--- src/rtl/cacheline_arbiter_if.sv ---
// Bundle of the I-cache, D-cache and memory-side signals around the cacheline arbiter.
// slave is the arbiter's view; master is the caches/memory view.
interface cacheline_arbiter_if #(
    parameter int unsigned ADDR_W = 32,
    parameter int unsigned LINE_W = 256
);
    logic [ADDR_W-1:0] i_addr;
    logic              i_read;
    logic              i_write;
    logic [LINE_W-1:0] i_wdata;
    logic [LINE_W-1:0] i_rdata;
    logic              i_resp;

    logic [ADDR_W-1:0] d_addr;
    logic              d_read;
    logic              d_write;
    logic [LINE_W-1:0] d_wdata;
    logic [LINE_W-1:0] d_rdata;
    logic              d_resp;

    logic [ADDR_W-1:0] mem_addr;
    logic              mem_read;
    logic              mem_write;
    logic [LINE_W-1:0] mem_wdata;
    logic [LINE_W-1:0] mem_rdata;
    logic              mem_resp;

    logic [1:0]        grant;
    logic              timeout_err;

    modport slave (
        input  i_addr, i_read, i_write, i_wdata,
        output i_rdata, i_resp,
        input  d_addr, d_read, d_write, d_wdata,
        output d_rdata, d_resp,
        output mem_addr, mem_read, mem_write, mem_wdata,
        input  mem_rdata, mem_resp,
        output grant, timeout_err
    );

    modport master (
        output i_addr, i_read, i_write, i_wdata,
        input  i_rdata, i_resp,
        output d_addr, d_read, d_write, d_wdata,
        input  d_rdata, d_resp,
        input  mem_addr, mem_read, mem_write, mem_wdata,
        output mem_rdata, mem_resp,
        input  grant, timeout_err
    );
endinterface

--- src/rtl/cacheline_arbiter.sv ---
// Round-robin arbiter sharing one cacheline memory port between the I-cache and D-cache.
// One outstanding transaction at a time; an IDLE cycle always follows each completion.
module cacheline_arbiter #(
    parameter int unsigned ADDR_W         = 32,
    parameter int unsigned LINE_W         = 256,
    parameter int unsigned TIMEOUT_CYCLES = 1024
) (
    input  logic               clk,
    input  logic               rst_n,
    cacheline_arbiter_if.slave io_bus
);
    localparam logic [1:0] ST_IDLE    = 2'd0;
    localparam logic [1:0] ST_SERVE_I = 2'd1;
    localparam logic [1:0] ST_SERVE_D = 2'd2;

    localparam int unsigned CNT_W = (TIMEOUT_CYCLES > 0) ? $clog2(TIMEOUT_CYCLES + 1) : 1;
    localparam logic [CNT_W-1:0] CNT_MAX = CNT_W'(TIMEOUT_CYCLES);

    logic [1:0]        r_state;
    logic              r_last;
    logic [ADDR_W-1:0] r_mem_addr;
    logic              r_mem_read;
    logic              r_mem_write;
    logic [LINE_W-1:0] r_mem_wdata;
    logic [1:0]        r_grant;
    logic [CNT_W-1:0]  r_wd_cnt;
    logic              r_timeout;

    logic              w_req_i;
    logic              w_req_d;
    logic              w_pick_d;
    logic              w_i_resp;
    logic              w_d_resp;
    logic [ADDR_W-1:0] w_win_addr;
    logic              w_win_read;
    logic              w_win_write;
    logic [LINE_W-1:0] w_win_wdata;

    always_comb begin
        w_req_i     = io_bus.i_read | io_bus.i_write;
        w_req_d     = io_bus.d_read | io_bus.d_write;
        // r_last is 1 when D won last; a tie goes to whoever did not win last
        w_pick_d    = w_req_d & (~w_req_i | ~r_last);
        w_win_addr  = w_pick_d ? io_bus.d_addr  : io_bus.i_addr;
        w_win_read  = w_pick_d ? io_bus.d_read  : io_bus.i_read;
        w_win_write = w_pick_d ? io_bus.d_write : io_bus.i_write;
        w_win_wdata = w_pick_d ? io_bus.d_wdata : io_bus.i_wdata;
        w_i_resp    = (r_state == ST_SERVE_I) & io_bus.mem_resp;
        w_d_resp    = (r_state == ST_SERVE_D) & io_bus.mem_resp;
    end

    always_ff @(posedge clk or negedge rst_n) begin
        if (!rst_n) begin
            r_state     <= ST_IDLE;
            r_last      <= 1'b0;
            r_mem_addr  <= '0;
            r_mem_read  <= 1'b0;
            r_mem_write <= 1'b0;
            r_mem_wdata <= '0;
            r_grant     <= 2'b00;
            r_wd_cnt    <= '0;
            r_timeout   <= 1'b0;
        end else begin
            case (r_state)
                ST_IDLE: begin
                    if (w_req_i | w_req_d) begin
                        r_state     <= w_pick_d ? ST_SERVE_D : ST_SERVE_I;
                        r_grant     <= w_pick_d ? 2'b10 : 2'b01;
                        r_last      <= w_pick_d;
                        r_mem_addr  <= w_win_addr;
                        r_mem_read  <= w_win_read;
                        r_mem_write <= w_win_write;
                        r_mem_wdata <= w_win_wdata;
                        r_wd_cnt    <= '0;
                    end
                end
                ST_SERVE_I, ST_SERVE_D: begin
                    if (io_bus.mem_resp) begin
                        r_state     <= ST_IDLE;
                        r_mem_read  <= 1'b0;
                        r_mem_write <= 1'b0;
                        r_grant     <= 2'b00;
                    end else if (r_wd_cnt != CNT_MAX) begin
                        // CNT_MAX of 0 never increments, which disables the watchdog
                        r_wd_cnt <= r_wd_cnt + CNT_W'(1);
                        if (r_wd_cnt + CNT_W'(1) == CNT_MAX) begin
                            r_timeout <= 1'b1;
                        end
                    end
                end
                default: r_state <= ST_IDLE;
            endcase
        end
    end

    assign io_bus.mem_addr    = r_mem_addr;
    assign io_bus.mem_read    = r_mem_read;
    assign io_bus.mem_write   = r_mem_write;
    assign io_bus.mem_wdata   = r_mem_wdata;
    assign io_bus.grant       = r_grant;
    assign io_bus.timeout_err = r_timeout;
    assign io_bus.i_resp      = w_i_resp;
    assign io_bus.d_resp      = w_d_resp;
    assign io_bus.i_rdata     = w_i_resp ? io_bus.mem_rdata : '0;
    assign io_bus.d_rdata     = w_d_resp ? io_bus.mem_rdata : '0;
endmodule

--- src/flat_wrapper.sv ---
// flat-port wrapper written by rule: the top's interface ports become plain ports
module cacheline_arbiter_flat 
#(
    parameter int unsigned ADDR_W         = 32,
    parameter int unsigned LINE_W         = 256,
    parameter int unsigned TIMEOUT_CYCLES = 1024
)
  (clk, rst_n, io_bus_i_addr, io_bus_i_read, io_bus_i_write, io_bus_i_wdata, io_bus_i_rdata, io_bus_i_resp, io_bus_d_addr, io_bus_d_read, io_bus_d_write, io_bus_d_wdata, io_bus_d_rdata, io_bus_d_resp, io_bus_mem_addr, io_bus_mem_read, io_bus_mem_write, io_bus_mem_wdata, io_bus_mem_rdata, io_bus_mem_resp, io_bus_grant, io_bus_timeout_err);
  cacheline_arbiter_if #(.ADDR_W(ADDR_W), .LINE_W(LINE_W)) io_bus_i ();
  input  logic clk;
  input  logic rst_n;
  input wire logic [$bits(io_bus_i.i_addr)-1:0] io_bus_i_addr;
  input wire logic [$bits(io_bus_i.i_read)-1:0] io_bus_i_read;
  input wire logic [$bits(io_bus_i.i_write)-1:0] io_bus_i_write;
  input wire logic [$bits(io_bus_i.i_wdata)-1:0] io_bus_i_wdata;
  output wire logic [$bits(io_bus_i.i_rdata)-1:0] io_bus_i_rdata;
  output wire logic [$bits(io_bus_i.i_resp)-1:0] io_bus_i_resp;
  input wire logic [$bits(io_bus_i.d_addr)-1:0] io_bus_d_addr;
  input wire logic [$bits(io_bus_i.d_read)-1:0] io_bus_d_read;
  input wire logic [$bits(io_bus_i.d_write)-1:0] io_bus_d_write;
  input wire logic [$bits(io_bus_i.d_wdata)-1:0] io_bus_d_wdata;
  output wire logic [$bits(io_bus_i.d_rdata)-1:0] io_bus_d_rdata;
  output wire logic [$bits(io_bus_i.d_resp)-1:0] io_bus_d_resp;
  output wire logic [$bits(io_bus_i.mem_addr)-1:0] io_bus_mem_addr;
  output wire logic [$bits(io_bus_i.mem_read)-1:0] io_bus_mem_read;
  output wire logic [$bits(io_bus_i.mem_write)-1:0] io_bus_mem_write;
  output wire logic [$bits(io_bus_i.mem_wdata)-1:0] io_bus_mem_wdata;
  input wire logic [$bits(io_bus_i.mem_rdata)-1:0] io_bus_mem_rdata;
  input wire logic [$bits(io_bus_i.mem_resp)-1:0] io_bus_mem_resp;
  output wire logic [$bits(io_bus_i.grant)-1:0] io_bus_grant;
  output wire logic [$bits(io_bus_i.timeout_err)-1:0] io_bus_timeout_err;
  assign io_bus_i.i_addr = io_bus_i_addr;
  assign io_bus_i.i_read = io_bus_i_read;
  assign io_bus_i.i_write = io_bus_i_write;
  assign io_bus_i.i_wdata = io_bus_i_wdata;
  assign io_bus_i_rdata = io_bus_i.i_rdata;
  assign io_bus_i_resp = io_bus_i.i_resp;
  assign io_bus_i.d_addr = io_bus_d_addr;
  assign io_bus_i.d_read = io_bus_d_read;
  assign io_bus_i.d_write = io_bus_d_write;
  assign io_bus_i.d_wdata = io_bus_d_wdata;
  assign io_bus_d_rdata = io_bus_i.d_rdata;
  assign io_bus_d_resp = io_bus_i.d_resp;
  assign io_bus_mem_addr = io_bus_i.mem_addr;
  assign io_bus_mem_read = io_bus_i.mem_read;
  assign io_bus_mem_write = io_bus_i.mem_write;
  assign io_bus_mem_wdata = io_bus_i.mem_wdata;
  assign io_bus_i.mem_rdata = io_bus_mem_rdata;
  assign io_bus_i.mem_resp = io_bus_mem_resp;
  assign io_bus_grant = io_bus_i.grant;
  assign io_bus_timeout_err = io_bus_i.timeout_err;
  cacheline_arbiter #(.ADDR_W(ADDR_W), .LINE_W(LINE_W), .TIMEOUT_CYCLES(TIMEOUT_CYCLES)) u_core (.clk(clk), .rst_n(rst_n), .io_bus(io_bus_i));
endmodule
--- config.mk ---
export PLATFORM = sky130hd
export DESIGN_NAME = cacheline_arbiter_flat
export DESIGN_NICKNAME = d
export VERILOG_FILES = /design/src/rtl/cacheline_arbiter_if.sv /design/src/rtl/cacheline_arbiter.sv /design/src/flat_wrapper.sv
export SDC_FILE = /design/constraint.sdc
export NUM_CORES = 1
export LEC_CHECK = 0
export CORE_AREA = 4 4 636 638
export DETAILED_ROUTE_END_ITERATION = 16
export DIE_AREA = 0 0 640 642
export PLACE_DENSITY = 0.3
export SYNTH_ARGS = -nofsm -noshare
export SYNTH_HDL_FRONTEND = slang
export SYNTH_SLANG_ARGS = --single-unit
--- constraint.sdc ---
create_clock -name clk -period 2.7 [get_ports clk]
set_clock_uncertainty 0.15 [all_clocks]
set_input_delay 0.81 -clock clk [delete_from_list [all_inputs] [get_ports clk]]
set_output_delay 0.81 -clock clk [all_outputs]
set_load 0.01 [all_outputs]
==> changes_impl.md, run 1 <==
## Implementation

- Status: finished with violations
- Failing checks: setup timing
- # fillers: about 45000
- Routed WL per cell: 30.94 um
- Final-report hold violation count: 0
- Final number of setup-violating endpoints: 519
- # DRC: 0
- Unique cell types: approximately 46
- First-pass GRT wire length: 346400 um
- Slew @ Worst Pin: 0.6498 ns
- Synth Flop Type: dfrtp_1
- Sw frac: 46.40%
- Final GP Congestion: 0.9421
- Synthesized Nets: around 2900
- Crit-path max FO: 7
- Commonest Layout Cell: clkdlybuf4s50_1
- CP Cell Sequence: buf_6, ha_4, buf_16, clkbuf_16, buf_8, clkbuf_16, and3_1, buf_6
- Initial antenna violation count: 56
- Die height: around 640 um
- Ys async rst share: 100.0%
- Power share of the combinational group: 68.1%
- Number of cells on the critical path: 8
- Dpl cells: 9293
- CP Capture Type: output pin
- Reg power frac: 18.4%
- Synth warn: 0
- Post-synth regs: 307
- Period utilisation layout: 124.0%
- Top cells excl fill/tap: clkdlybuf4s50_1, buf_4, and3_4, dfrtp_1, nand2_1
- Setup WS post-layout: -0.6476 ns
- Area Overhead vs Synth: 191.3%
- Total track usage: 13.37%
- Final instance area: 0.05273 mm2
- CTS root buffer: clkbuf_16
- Vias in the first global route: 25813
- Syn_area_per_cell: 8.965 um2
- Final nets: 5016
- CP top delay family: buffers and inverters
- Pwr top: combinational cells
- Leakage: 22.98 nW
- Drt via density: 2.671
- Fin Hold WS: 0.3242 ns
- Clk slew on worst S/H paths: about 0.06 ns
- Sum Neg Setup Slack: -231.46 ns
- Post-Layout Cell Count: 9479
- Die Wd: 640 um
- Max-cap violations: 0
- CP Class: flip-flop to output pin
- Synthesized cell area: 0.01810 mm2
- Initial drt markers: 1379
- Worst EP required: 1.74 ns
- Row cnt: 232
- Fraction of layout cells with a size suffix above 1: 42.50%
- Grt ovf: 0
- Worst R2R Path Depth: 8
- Fmax: 298.7 MHz
- H-Tree Depth: 2
- Startpoint Class: flip-flop
- WP buf/inv: 6
- Vias: 25322
- Arrival time worst endpoint: about 2.4 ns
- Internal cell power: 24.42 mW
==> run 1: layer usage <==
metal  GRT usage (%)  vias up  part of all wire (%)  wire, um
met4           1.556        8                   1.6      4693
met2           26.67     1112                    55    162400
li1                -    11529                     -         -
met5               0        -                 0.018        53
met3           4.958      152                   9.4     27540
met1           13.24    12521                    34     98580
==> run 1: repair_timing <==
| action | 4_1_cts | 5_1_grt |
|---|---|---|
| resized | 259 | 1683 |
| buffers inserted | 16 | 82 |
| hold endpoints to repair | 24 | 0 |
| pin swaps | 6 | 136 |
| endpoints found under the setup margin | 615 | 633 |
| hold buffers | 1 | 0 |
| gates cloned | 9 | 38 |
==> run 1: layout make-up <==
| class | count | area, um2 | area share, % |
|---|---|---|---|
| clock inverter | 21 | 312.8 | 0.5932 |
| sequential | 307 | 7684 | 14.57 |
| clock buffer | 54 | 1157 | 2.195 |
| tap | 5265 | 6588 | 12.49 |
| timing repair buffer | 2328 | 25430 | 48.22 |
| inverter | 9 | 33.78 | 0.06406 |
| multi-input combinational | 1483 | 11500 | 21.81 |
| antenna | 12 | 30.03 | 0.05694 |
==> run 1: synthesized netlist by cell type, drive strengths merged (3+ instances only) <==
master | instances | share of area (%)
and3 | 516 | 18
buf | 68 | 2.2
ha | 7 | 0.48
nor2 | 4 | 0.097
dfrtp | 307 | 42
or4 | 3 | 0.15
mux2i | 293 | 16
clkbuf | 152 | 3.2
nand2 | 303 | 6.3
inv | 9 | 0.19
a221o | 3 | 0.17
nand4 | 6 | 0.21
nand3 | 6 | 0.17
o31ai | 5 | 0.21
and2 | 7 | 0.24
o21ai | 296 | 8.2
o211ai | 4 | 0.17
==> run 1: cells by family (layout without fill, tap and decap cells) <==
family          count (synthesis)  in the layout  synth area share, %
compound gates                322            322                9.588
xor+xnor                        3              3               0.1452
fa+ha+maj                       7              7               0.4839
buf+inv                       229           2412                5.572
flops                         307            307                42.44
mux                           294            294                16.27
other cells                     0             12                    0
simple gates                  857            857                25.50
==> run 1: worst paths after layout <==
| path | slack [ns] | start | end |
|---|---|---|---|
| setup / recovery | -0.65 | u_core.r_state[0] | io_bus_i_rdata[80] |
| hold / removal | 0.32 | u_core.io_bus.mem_addr[28] | u_core.io_bus.mem_addr[28] |
| setup reg to reg | 0.20 | u_core.r_state[1] | u_core.r_wd_cnt[6] |
| hold reg to reg | 0.32 | u_core.io_bus.mem_addr[28] | u_core.io_bus.mem_addr[28] |
| max in group asynchronous | 1.02 | rst_n | u_core.io_bus.mem_wdata[76] |
| min in group asynchronous | 0.58 | rst_n | u_core.io_bus.mem_addr[13] |
==> run 1: flip-flops by register name, indices dropped and copies added (netlist names) <==
name / flops
u_core.r_last: 1
u_core.io_bus.grant: 2
u_core.io_bus.mem_read: 1
u_core.io_bus.mem_addr: 32
u_core.io_bus.timeout_err: 1
u_core.io_bus.mem_write: 1
u_core.r_state: 2
u_core.io_bus.mem_wdata: 256
u_core.r_wd_cnt: 11
==> run 1: worst register-to-register path, delay by kind of cell (launching register included) <==
kind            cells  cell delay [ns]
buf+inv             4             0.50
fa+ha+maj           1             0.32
simple gates        1             0.48
flops               1             0.41
compound gates      2             0.53
Figure 1. I/O nets highlighted (run 1).
Scale: 1 px per um.
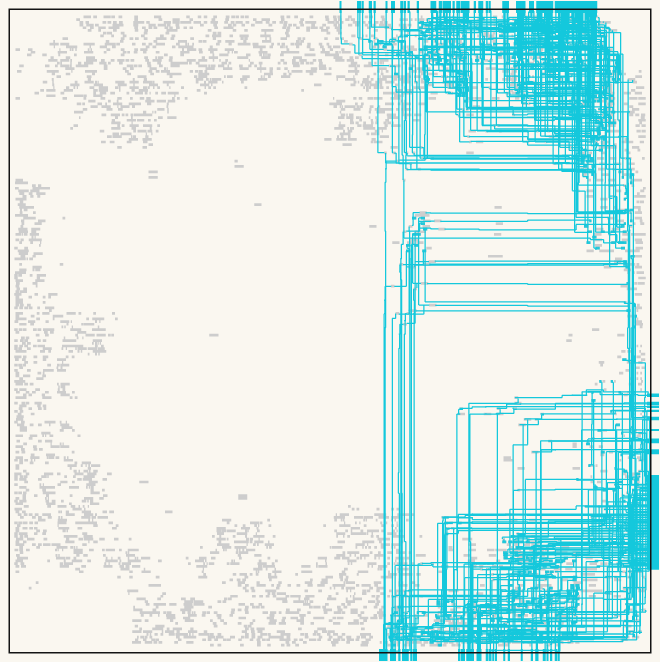
| port | colour | direction | end cells | buffers | wire |
|---|---|---|---|---|---|
| io_bus_mem_rdata | cyan | input | 512 | 503 | 65.1 mm |
I/O Pins: 1646
Port-buffer cells: 1645

Figure 2. Cell area per tile (run 1).
The die is cut into 32 by 32 equal tiles; dark purple is low, yellow is high, 0 to 100% covered.
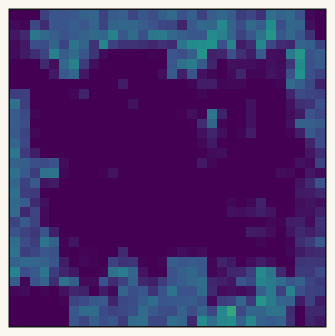
fullest tile: 59%
nearly empty tiles: 48%
mean over tiles: 11%
emptiest ninth of the die: middle
Initial Util: 4.541%
Finished Core Util: 13.23%
Core Region: 0.3986 mm2

Figure 3. Register map, names as in the netlist (run 1).
Scale: 1 px per um. Other sequential cells in the stronger grey, the rest of the logic in the fainter grey.
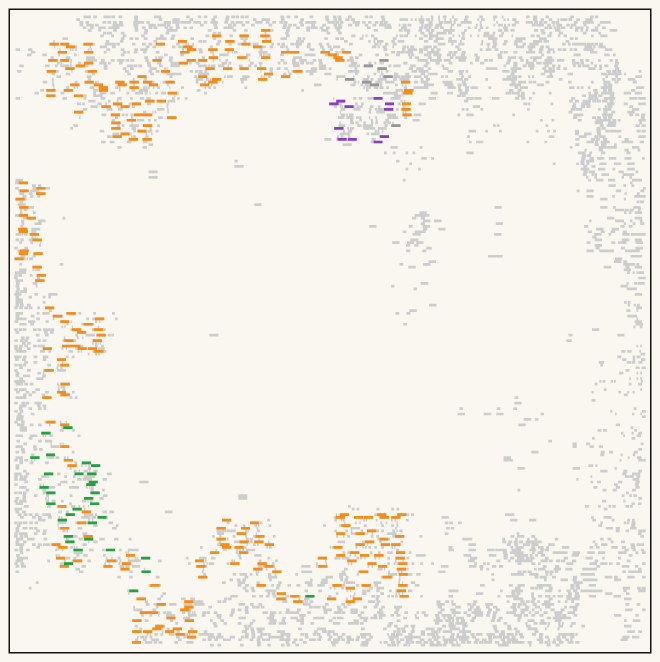
| netlist name | colour | flops |
|---|---|---|
| u_core.io_bus.mem_wdata | orange | 256 |
| u_core.r_wd_cnt | purple | 11 |
| u_core.io_bus.mem_addr | green | 32 |
sequential power: 8.39 mW
Flop area: 0.007684 mm2
fraction of area in registers: 14.57%

Figure 4. The clock network (run 1).
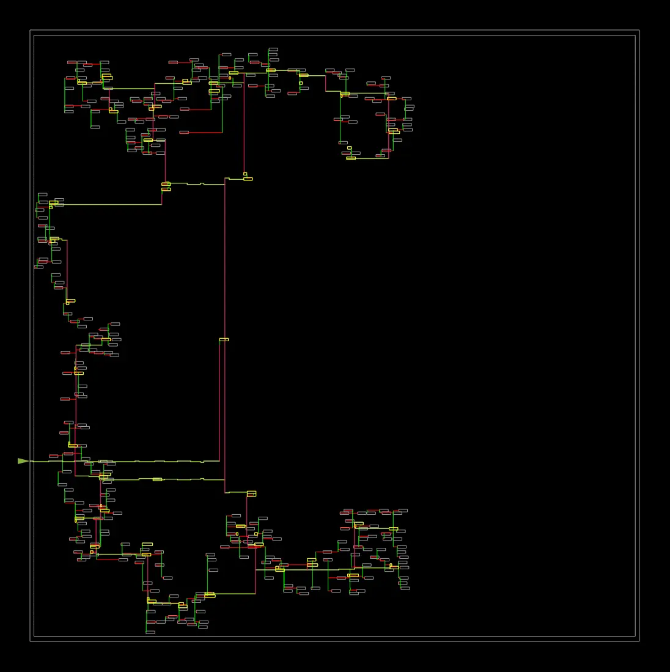
clock sinks: 307
num sequential: 307
P_clk: 6.14 mW
# clk buffers: 54
Latency at later pin: 0.59 ns

==> inputs of run 2 (changes only) <==
- CELL_PAD_IN_SITES_DETAIL_PLACEMENT: default -> 1
- CELL_PAD_IN_SITES_GLOBAL_PLACEMENT: default -> 1
- CORE_AREA: 4 4 636 638 -> 4 4 639 641
- DIE_AREA: 0 0 640 642 -> 0 0 643 645
- PLACE_DENSITY: 0.3 -> 0.32
Figure 5. The clock network (run 2).
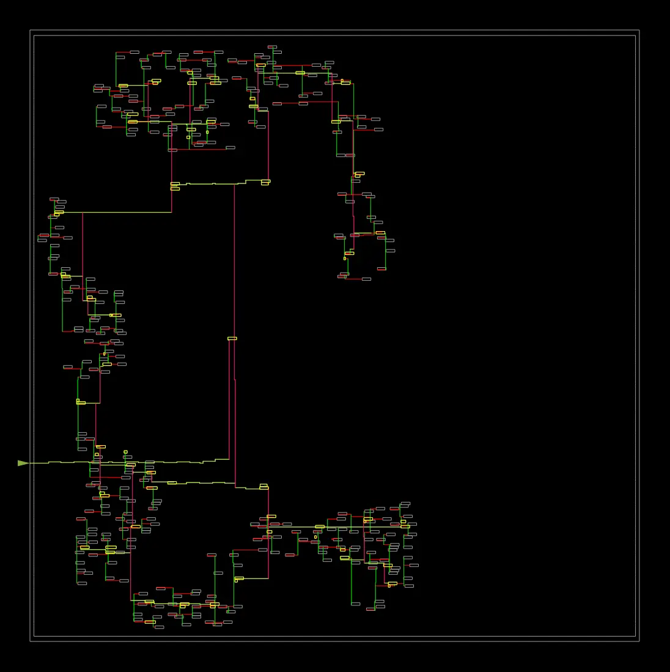
Latency at later pin: 0.61 ns
CTS Buf Count: 44
P_clk: 6.51 mW
# clk buffers: 59

Figure 6. Cell area per tile (run 2).
The die is cut into 32 by 32 equal tiles; dark purple is low, yellow is high, 0 to 100% covered.
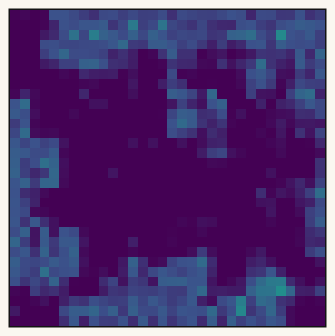
densest ninth of the die: top right
mean over tiles: 10%
fullest tile: 49%
Core Region: 0.4023 mm2
Finished Core Util: 12.21%

==> changes_impl.md, run 2 <==
## Implementation

- GR Util met2: between 20 and 30%
- # DRC: 0
- Status: finished with violations
- Top cells by count, synth: and3_1, dfrtp_1, nand2_1, o21ai_0, mux2i_1
- CP Class: flip-flop to output pin
- Initial Util: 4.499%
- Startpoint Class: flip-flop
- Commonest Layout Cell: clkdlybuf4s50_1
- Final GP Congestion: 0.8474
- Max-cap violations: 0
- WP buf/inv: 6
- Routed WL per cell: between 30 and 40 um
- Setup WS post-layout: -0.6950 ns
- Period utilisation layout: 125.7%
- Die Wd: 643 um
- Total track usage: about an eighth
- Final instance area: 0.04912 mm2
- Top cells excl fill/tap: clkdlybuf4s50_1, buf_4, and3_1, dfrtp_1, nand2_1
- Leakage: 21.63 nW
- Synthesized Nets: 2865
- First-pass GRT wire length: 350500 um
- Port-buffer cells: 1645
- Initial antenna violation count: 55
- Syn_area_per_cell: 8.965 um2
- Grt ovf: 0
- Dpl cells: 9160
- GR Util met1: between 10% and 20%
- H-Tree Depth: 2
- Final nets: roughly 4900
- Final number of setup-violating endpoints: 541
- CP Capture Type: output pin
- Max reg flops: 256
- CP top delay family: buffers and inverters
- Failing checks: setup timing
- Die height: around 650 um
- Fraction of layout cells with a size suffix above 1: 33.76%
- Row cnt: 233
[run 2: cell counts after synthesis]
Identical to the previous run, type by type.
[run 2: path summary, 6_finish.rpt]
check	startpoint	endpoint	cells past startpoint
setup / recovery	u_core.r_state[1]	io_bus_d_rdata[134]	8
max in group asynchronous	rst_n	u_core.io_bus.mem_wdata[197]	3
hold / removal	u_core.io_bus.timeout_err	u_core.io_bus.timeout_err	2
min in group asynchronous	rst_n	u_core.io_bus.mem_wdata[32]	2
hold reg to reg	u_core.io_bus.timeout_err	u_core.io_bus.timeout_err	2
setup reg to reg	u_core.r_state[0]	u_core.r_wd_cnt[2]	8
[run 2: layer usage]
layer | vias to the layer above | wire (um) | share of wire, %
met5 | - | 13 | 0.0044
met1 | 12289 | 93120 | 32
met2 | 912 | 172100 | 59
li1 | 11207 | - | -
met3 | 189 | 22070 | 7.5
met4 | 2 | 6161 | 2.1
[run 2: timing repair]
item                                   CTS  global route
pin swaps                               20            24
hold buffers                             1             0
setup buffers                           25            45
setup endpoints to repair              603           599
endpoints found under the hold margin   24             0
gates resized                          514           830
cloned                                  18            16
[run 2: cell families (layout without fill, tap and decap cells)]
| logic type | Yosys count | in the layout | share of synthesized area (%) |
|---|---|---|---|
| simple gates | 857 | 857 | 25.50 |
| compound gates | 322 | 322 | 9.588 |
| flops | 307 | 307 | 42.44 |
| mux | 294 | 294 | 16.27 |
| buf+inv | 229 | 2253 | 5.572 |
| fa+ha+maj | 7 | 7 | 0.4839 |
| xor+xnor | 3 | 3 | 0.1452 |
| other cells | 0 | 43 | 0 |
[run 2: where the power goes]
group          switching [mW]  internal [mW]
Sequential               1.57           6.89
Combinational            16.6           12.6
Clock                    2.62           3.89
[run 2: metrics by stage]
stage          hold slack (ns)  util [%]
2_1_floorplan           0.2899         -
3_3_place_gp            0.3156     11.25
3_5_place_dp            0.3243     11.25
4_1_cts                 0.3379     11.88
5_1_grt                 0.3579     12.20
6_report                0.3300     12.21
[run 2: area by class of cell]
cell class,instances,area (um2)
diodes,43,107.6
clock buffers,59,1309
clock inverters,19,266.5
fillers,47042,353200
inverters,9,33.78
multi-input cells,1483,10290
flip-flops and latches,307,7684
well taps,5287,6615
repair buffers,2166,22820
[run 2: worst register-to-register path, cell delays in order, from the launching register on]
cell      delay, ns
dfrtp_2        0.41
inv_2          0.07
buf_4          0.13
buf_4          0.12
ha_1           0.51
and2b_1        0.35
o41ai_4        0.19
o21ai_2        0.42
o221ai_1       0.18
Power is estimated from default activity; no workload was simulated.
